Metal 2:
Cells faint in the background.
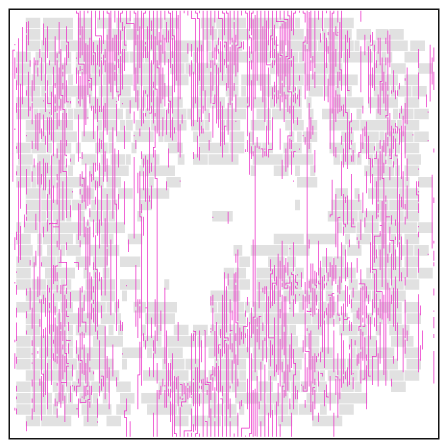
Metal 1:
Supply wires on this layer in gray. Cells faint in the background.
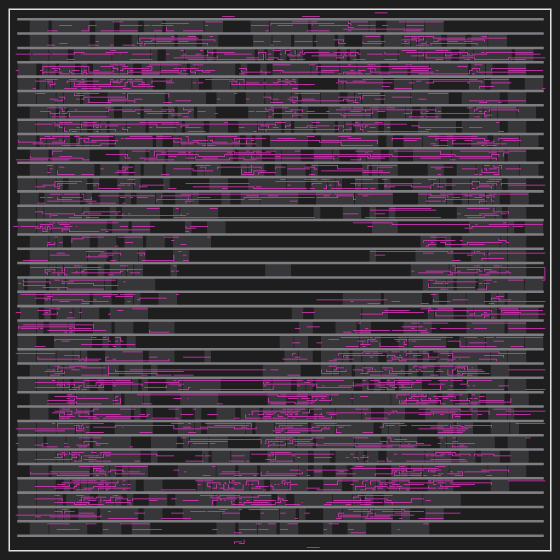
Wires at chosen ports, followed through buffers:
The bar under the picture is 20 um long.
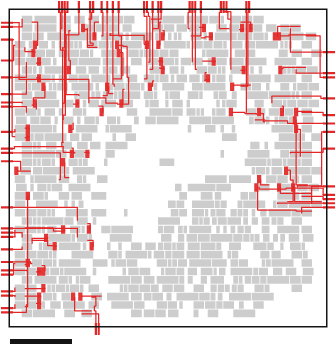
`src/rtl/reg_wb_arbiter_if.sv`:
```
// Writeback arbiter bus: two requester channels (ALU, load) with valid/ready,
// the hold control, and the register-file write stage outputs.
// slave  : seen by the arbiter.
// master : seen by whatever drives the requests and consumes the write port.
interface reg_wb_arbiter_if #(
  parameter int REG_DATA_WIDTH_POW = 6,
  parameter int REG_MEM_DEPTH_POW  = 5,
  parameter int CNT_WIDTH          = 16
);
  localparam int REG_DATA_WIDTH = 1 << REG_DATA_WIDTH_POW;

  // ALU writeback requester
  logic                         alu_valid_in;
  logic [REG_MEM_DEPTH_POW-1:0] alu_rd_in;
  logic [REG_DATA_WIDTH-1:0]    alu_data_in;
  logic                         alu_ready_out;

  // Load writeback requester
  logic                         mem_valid_in;
  logic [REG_MEM_DEPTH_POW-1:0] mem_rd_in;
  logic [REG_DATA_WIDTH-1:0]    mem_data_in;
  logic                         mem_ready_out;

  // Arbitration freeze
  logic                         wb_hold_in;

  // Register-file write port and perf counter
  logic [REG_MEM_DEPTH_POW-1:0] rd_out;
  logic [REG_DATA_WIDTH-1:0]    data_write_out;
  logic                         write_en_out;
  logic [CNT_WIDTH-1:0]         conflict_cnt_out;

  modport slave (
    input  alu_valid_in, alu_rd_in, alu_data_in,
    input  mem_valid_in, mem_rd_in, mem_data_in,
    input  wb_hold_in,
    output alu_ready_out, mem_ready_out,
    output rd_out, data_write_out, write_en_out, conflict_cnt_out
  );

  modport master (
    output alu_valid_in, alu_rd_in, alu_data_in,
    output mem_valid_in, mem_rd_in, mem_data_in,
    output wb_hold_in,
    input  alu_ready_out, mem_ready_out,
    input  rd_out, data_write_out, write_en_out, conflict_cnt_out
  );
endinterface

```
`src/rtl/reg_wb_arbiter.sv`:
```
// Register-file write-port arbiter between ALU and load writeback.
// Readies are combinational from the valids, hold and the last grant; the winner
// is registered into an output stage that drives the register file directly.
// A saturating counter records cycles where both requesters competed.
// Build option: define WB_FIXED_PRIO_EN for fixed priority (load always wins a
// conflict); otherwise conflicts are resolved round-robin.
module reg_wb_arbiter #(
  parameter int REG_DATA_WIDTH_POW = 6,
  parameter int REG_MEM_DEPTH_POW  = 5,
  parameter int CNT_WIDTH          = 16
) (
  input  logic              clk_in,
  input  logic              rst_in,
  reg_wb_arbiter_if.slave   bus
);
  localparam int REG_DATA_WIDTH = 1 << REG_DATA_WIDTH_POW;
  localparam logic [CNT_WIDTH-1:0] CntMax = {CNT_WIDTH{1'b1}};

  logic                         w_active;
  logic                         w_conflict;
  logic                         w_alu_wins_conflict;
  logic                         w_alu_grant;
  logic                         w_mem_grant;

  logic [REG_MEM_DEPTH_POW-1:0] r_rd;
  logic [REG_DATA_WIDTH-1:0]    r_data;
  logic                         r_write_en;
  logic [CNT_WIDTH-1:0]         r_conflict_cnt;

`ifndef WB_FIXED_PRIO_EN
  typedef enum logic {GrantAlu, GrantMem} grant_e;
  grant_e r_last_grant;
`endif

  // Grant decision: nothing is granted in reset or while held.
  always_comb begin
    w_active   = !rst_in && !bus.wb_hold_in;
    w_conflict = w_active && bus.alu_valid_in && bus.mem_valid_in;
`ifdef WB_FIXED_PRIO_EN
    w_alu_wins_conflict = 1'b0;
`else
    w_alu_wins_conflict = (r_last_grant == GrantMem);
`endif
    w_alu_grant = w_active && bus.alu_valid_in && (!bus.mem_valid_in || w_alu_wins_conflict);
    w_mem_grant = w_active && bus.mem_valid_in && (!bus.alu_valid_in || !w_alu_wins_conflict);
  end

`ifndef WB_FIXED_PRIO_EN
  // Round-robin pointer: remembers who won most recently; idle cycles leave it alone.
  always_ff @(posedge clk_in) begin
    if (rst_in) begin
      r_last_grant <= GrantMem;
    end else if (w_alu_grant) begin
      r_last_grant <= GrantAlu;
    end else if (w_mem_grant) begin
      r_last_grant <= GrantMem;
    end
  end
`endif

  // Output stage: capture the winner; x0 targets are accepted but never write.
  always_ff @(posedge clk_in) begin
    if (rst_in) begin
      r_rd       <= '0;
      r_data     <= '0;
      r_write_en <= 1'b0;
    end else begin
      r_write_en <= 1'b0;
      if (w_alu_grant) begin
        r_rd       <= bus.alu_rd_in;
        r_data     <= bus.alu_data_in;
        r_write_en <= |bus.alu_rd_in;
      end else if (w_mem_grant) begin
        r_rd       <= bus.mem_rd_in;
        r_data     <= bus.mem_data_in;
        r_write_en <= |bus.mem_rd_in;
      end
    end
  end

  // Conflict counter: saturates at all-ones instead of wrapping.
  always_ff @(posedge clk_in) begin
    if (rst_in) begin
      r_conflict_cnt <= '0;
    end else if (w_conflict && (r_conflict_cnt != CntMax)) begin
      r_conflict_cnt <= r_conflict_cnt + 1'b1;
    end
  end

  assign bus.alu_ready_out    = w_alu_grant;
  assign bus.mem_ready_out    = w_mem_grant;
  assign bus.rd_out           = r_rd;
  assign bus.data_write_out   = r_data;
  assign bus.write_en_out     = r_write_en;
  assign bus.conflict_cnt_out = r_conflict_cnt;
endmodule

```
`src/flat_wrapper.sv`:
```
// flat-port wrapper written by rule: the top's interface ports become plain ports
module reg_wb_arbiter_flat 
#(
  parameter int REG_DATA_WIDTH_POW = 6,
  parameter int REG_MEM_DEPTH_POW  = 5,
  parameter int CNT_WIDTH          = 16
)
  (clk_in, rst_in, bus_alu_valid_in, bus_alu_rd_in, bus_alu_data_in, bus_mem_valid_in, bus_mem_rd_in, bus_mem_data_in, bus_wb_hold_in, bus_alu_ready_out, bus_mem_ready_out, bus_rd_out, bus_data_write_out, bus_write_en_out, bus_conflict_cnt_out);
  reg_wb_arbiter_if #(.REG_DATA_WIDTH_POW(REG_DATA_WIDTH_POW), .REG_MEM_DEPTH_POW(REG_MEM_DEPTH_POW), .CNT_WIDTH(CNT_WIDTH)) bus_i ();
  input  logic clk_in;
  input  logic rst_in;
  input wire logic [$bits(bus_i.alu_valid_in)-1:0] bus_alu_valid_in;
  input wire logic [$bits(bus_i.alu_rd_in)-1:0] bus_alu_rd_in;
  input wire logic [$bits(bus_i.alu_data_in)-1:0] bus_alu_data_in;
  input wire logic [$bits(bus_i.mem_valid_in)-1:0] bus_mem_valid_in;
  input wire logic [$bits(bus_i.mem_rd_in)-1:0] bus_mem_rd_in;
  input wire logic [$bits(bus_i.mem_data_in)-1:0] bus_mem_data_in;
  input wire logic [$bits(bus_i.wb_hold_in)-1:0] bus_wb_hold_in;
  output wire logic [$bits(bus_i.alu_ready_out)-1:0] bus_alu_ready_out;
  output wire logic [$bits(bus_i.mem_ready_out)-1:0] bus_mem_ready_out;
  output wire logic [$bits(bus_i.rd_out)-1:0] bus_rd_out;
  output wire logic [$bits(bus_i.data_write_out)-1:0] bus_data_write_out;
  output wire logic [$bits(bus_i.write_en_out)-1:0] bus_write_en_out;
  output wire logic [$bits(bus_i.conflict_cnt_out)-1:0] bus_conflict_cnt_out;
  assign bus_i.alu_valid_in = bus_alu_valid_in;
  assign bus_i.alu_rd_in = bus_alu_rd_in;
  assign bus_i.alu_data_in = bus_alu_data_in;
  assign bus_i.mem_valid_in = bus_mem_valid_in;
  assign bus_i.mem_rd_in = bus_mem_rd_in;
  assign bus_i.mem_data_in = bus_mem_data_in;
  assign bus_i.wb_hold_in = bus_wb_hold_in;
  assign bus_alu_ready_out = bus_i.alu_ready_out;
  assign bus_mem_ready_out = bus_i.mem_ready_out;
  assign bus_rd_out = bus_i.rd_out;
  assign bus_data_write_out = bus_i.data_write_out;
  assign bus_write_en_out = bus_i.write_en_out;
  assign bus_conflict_cnt_out = bus_i.conflict_cnt_out;
  reg_wb_arbiter #(.REG_DATA_WIDTH_POW(REG_DATA_WIDTH_POW), .REG_MEM_DEPTH_POW(REG_MEM_DEPTH_POW), .CNT_WIDTH(CNT_WIDTH)) u_core (.clk_in(clk_in), .rst_in(rst_in), .bus(bus_i));
endmodule
```
`config.mk`:
```
export PLATFORM = sky130hd
export DESIGN_NAME = reg_wb_arbiter_flat
export DESIGN_NICKNAME = d
export VERILOG_FILES = /design/src/rtl/reg_wb_arbiter_if.sv /design/src/rtl/reg_wb_arbiter.sv /design/src/flat_wrapper.sv
export SDC_FILE = /design/constraint.sdc
export NUM_CORES = 1
export LEC_CHECK = 0
export ABC_AREA = 0
export CAP_MARGIN = 5
export CORE_UTILIZATION = 38
export DETAILED_ROUTE_END_ITERATION = 10
export GPL_TIMING_DRIVEN = 0
export PLACE_DENSITY = 0.9
export SLEW_MARGIN = 20
export SYNTH_ARGS = -nofsm -noshare
export SYNTH_HDL_FRONTEND = slang
export SYNTH_SLANG_ARGS = --single-unit
```
`constraint.sdc`:
```
create_clock -name clk_in -period 2.4 [get_ports clk_in]
set_input_delay 0.72 -clock clk_in [delete_from_list [all_inputs] [get_ports clk_in]]
set_output_delay 0.72 -clock clk_in [all_outputs]
set_load 0.01 [all_outputs]
```
==> qor.yml <==
status:
  status: "completed"
cells_and_area:
  diodes: 0
  drive_above_1_share: 0.0678
  final_cell_mix: "clkdlybuf4s50_1 (224), nand2_1 (134), dfxtp_1 (87), nor2_1 (75), a311oi_1 (64)"
  num-fill-cells: 798
  layout.nets: 877
  fin_util: 0.673
  area_growth_pct: 71.7
  layout_top_cell: "clkdlybuf4s50_1"
yosys:
  yosys.area.top_type_share: 0.455
  area_leaders: "dfxtp_1 (45%), a311oi_1 (15%), nand2_1 (13%)"
  synth.avg_cell_area_um2: 7.88
  ys_cells: 486
  fp_nets: 630
  yosys.area_share.simple: 0.281
  ys_sh_mux: 0.00882
  yosys_area_um2: 3830
  largest_area_cell: "dfxtp_1"
  synth_cell_types: 34
  logic_family: "simple AND/OR/NAND/NOR gates"
  netlist_area_um2: 3830
  top_cell: "nand2_1"
  yosys.area_share.aoi: 0.210
  edf_count: 0
  synth_warnings: 0
  synth-main-ff-cell: "dfxtp_1"
  numSynthFlops: 87
  xor_share: 0
  async_flop_share: 0
  synthCells: 486
  netlist_top_cells_count: "nand2_1 (134), dfxtp_1 (87), nor2_1 (76)"
  yosys.stat.seqShare: 0.455
  adder_share: 0.00327
setup_path:
  crit_type: "in -> out"
  startpoint: "bus_alu_valid_in"
  crit_slowest_cell: "dlygate4sd2_1"
  path_buffers: 2
  cp_num_cells: 4
  slowest_delay_ns: 0.31
  endpoint: "bus_mem_ready_out"
  arrival_ns: 1.63
  required_ns: 1.68
  reg2reg_to: "u_core.bus.conflict_cnt_out[1]"
  rr_worst_depth: 6
  crit_path_frequent_cell: "dlygate4sd2_1"
  rr_startpoint: "u_core.bus.conflict_cnt_out[0]"
  critPathLaunchType: "input port"
  endpoint_kind: "output pin"
  r2r_setup_slack_ns: 0.25
  worstPathCellList: "dlygate4sd2_1, nand2_1, and3_4, dlygate4sd2_1"
  cp_top_family: "buffers and inverters"
  path_max_fanout: 7
floorplan:
  num_rows: 36
  chip_area_um2: 10500
  dieHeight_um: 102
  initCoreUtil: 0.392
  die_x_um: 102
  coreArea_um2: 9770
power:
  vdd_drop_max_mv: 0.246
  power.static_leakage_nw: 2.38
  powerDensity_nw_per_um2: 494
clocking:
  clkLatencyLatePin_ns: 0.35
  clockBufferDepth: 2
  cts-root-buf: "clkbuf_8"
  numCtsBuffers: 9
  htreeDepth: 3
  tritoncts: "yes"
  clkTransAtPathRegs_ns: 0.08
  cts_sinks: 87
global_route:
  global_route.usage.total: 0.264
  antenna_found_initial: 0
  grt-ovfl-total: 0
  grt_pass1_wl_um: 21300
  grt_max_degree: 13
  busiest_layer: "met2"
  grt_pass1_vias: 4489
  use_met3: 0.0746
placement:
  gp_congestion: 0.857
  dp_hpwl_um: 10600
worst_hold_path:
  min_to: "u_core.bus.data_write_out[1]"
  hp-class: "reg -> reg"
  min_from: "u_core.bus.data_write_out[1]"
  whs_path_depth: 2
routing:
  viasPerCell: 5.45
  drtIter0Drc: 200
  post_drt_wl_per_cell_um: 16.4
  ant_nets: 0
  remaining_drc_errors: 0
  first_pass_iters: 6
final_timing:
  hold_violations: 0
  worstMarginPinSlew_ns: 0.650
  fmax_mhz: 425
  slew_headroom: 0.562
  setup_violations: 0
  hold-worst-slack_ns: 0.498
  rsz0062_at_grt: "false"
  slew_viol_final: 0
  period_used_share: 0.980
  layout_min_cycle_time_ns: 2.35
  skew_ns: 0.00254
flow_run:
  warning_count: 26
  drv_cap: 0
Notes on 'metal 2' above:
The layer carries 7050 um of wire. The layer holds 50% of the routed length. The longest straight run is 54.7 um. 764 nets have wire on it.
via count: 4739
met2 capacity usage during global routing: 0.456

Notes on 'metal 1' above:
The layer carries 5340 um of wire. The layer holds 38% of the routed length. The longest straight run is 28.5 um. The wires run mostly horizontal. 742 nets have wire on it.
Detailed Route WL: 14200 um
met1 GRT Util: 0.295

Notes on 'wires at chosen ports, followed through buffers' above:
Key: red = `bus_mem_data_in` [bits 64, direction input, edge 25 north, 24 west, 13 east, 2 south, end cells 64, buffers 64, wire 1460 um]
port buffer count: 230
Ports: 231

-- report_power, final --
group	leakage [nW]	internal, W	switching, W	total (W)
Sequential	0.713	0.00152	0.0000417	0.00156
Combinational	1.57	0.000427	0.000298	0.000725
Clock	0.0898	0.000459	0.000505	0.000963
Total	2.38	0.00241	0.000844	0.00325
-- stage by stage --
stage	power [W]	cell area, um2	setup TNS (ns)	std cells	worst slack [ns]
global placement	0.00228	6300	-40.83	849	-1.16
floorplan	0.00184	3830	0	486	0.166
global route	0.00338	6580	0	870	0.00668
CTS	0.00325	6560	0	870	0.0420
finish	0.00325	6580	0	870	0.0468
detailed placement	0.00230	6300	-45.19	849	-1.23
-- layout make-up --
cell class | count | area (um2) | share of cell area
plain buffers | 39 | 188 | 0.0285
clock buffers | 15 | 176 | 0.0268
inverters | 3 | 13.8 | 0.00209
multi-input cells | 356 | 1960 | 0.297
flip-flops and latches | 87 | 1740 | 0.265
well taps | 133 | 166 | 0.0253
repair buffers | 237 | 2340 | 0.355
-- sequential cells by signal (all words and copies together) (netlist names) --
| register | flops |
|---|---|
| u_core.bus.rd_out | 5 |
| u_core.bus.data_write_out | 64 |
| u_core.bus.write_en_out | 1 |
| u_core.r_last_grant | 1 |
| u_core.bus.conflict_cnt_out | 16 |
-- logic make-up after synthesis --
family | count (synthesis)
mux | 3
fa+ha+maj | 1
flops | 87
simple gates | 254
compound gates | 98
buf+inv | 43
-- routing by layer --
metal	wire length (um)	vias up
met5	0	-
met1	5340	2184
met2	7050	264
met3	1350	42
li1	-	2249
met4	493	0
-- what timing repair did --
item / 4_1_cts / 5_1_grt
resized: 27 / 24
hold buffers: 0 / 0
buffers inserted: 7 / 0
hold endpoints to repair: 0 / 0
cloned: 0 / 0
pin swaps: 1 / 1
endpoints found under the setup margin: 80 / 59
No activity file was given, so power comes from the tool's default toggle rates.
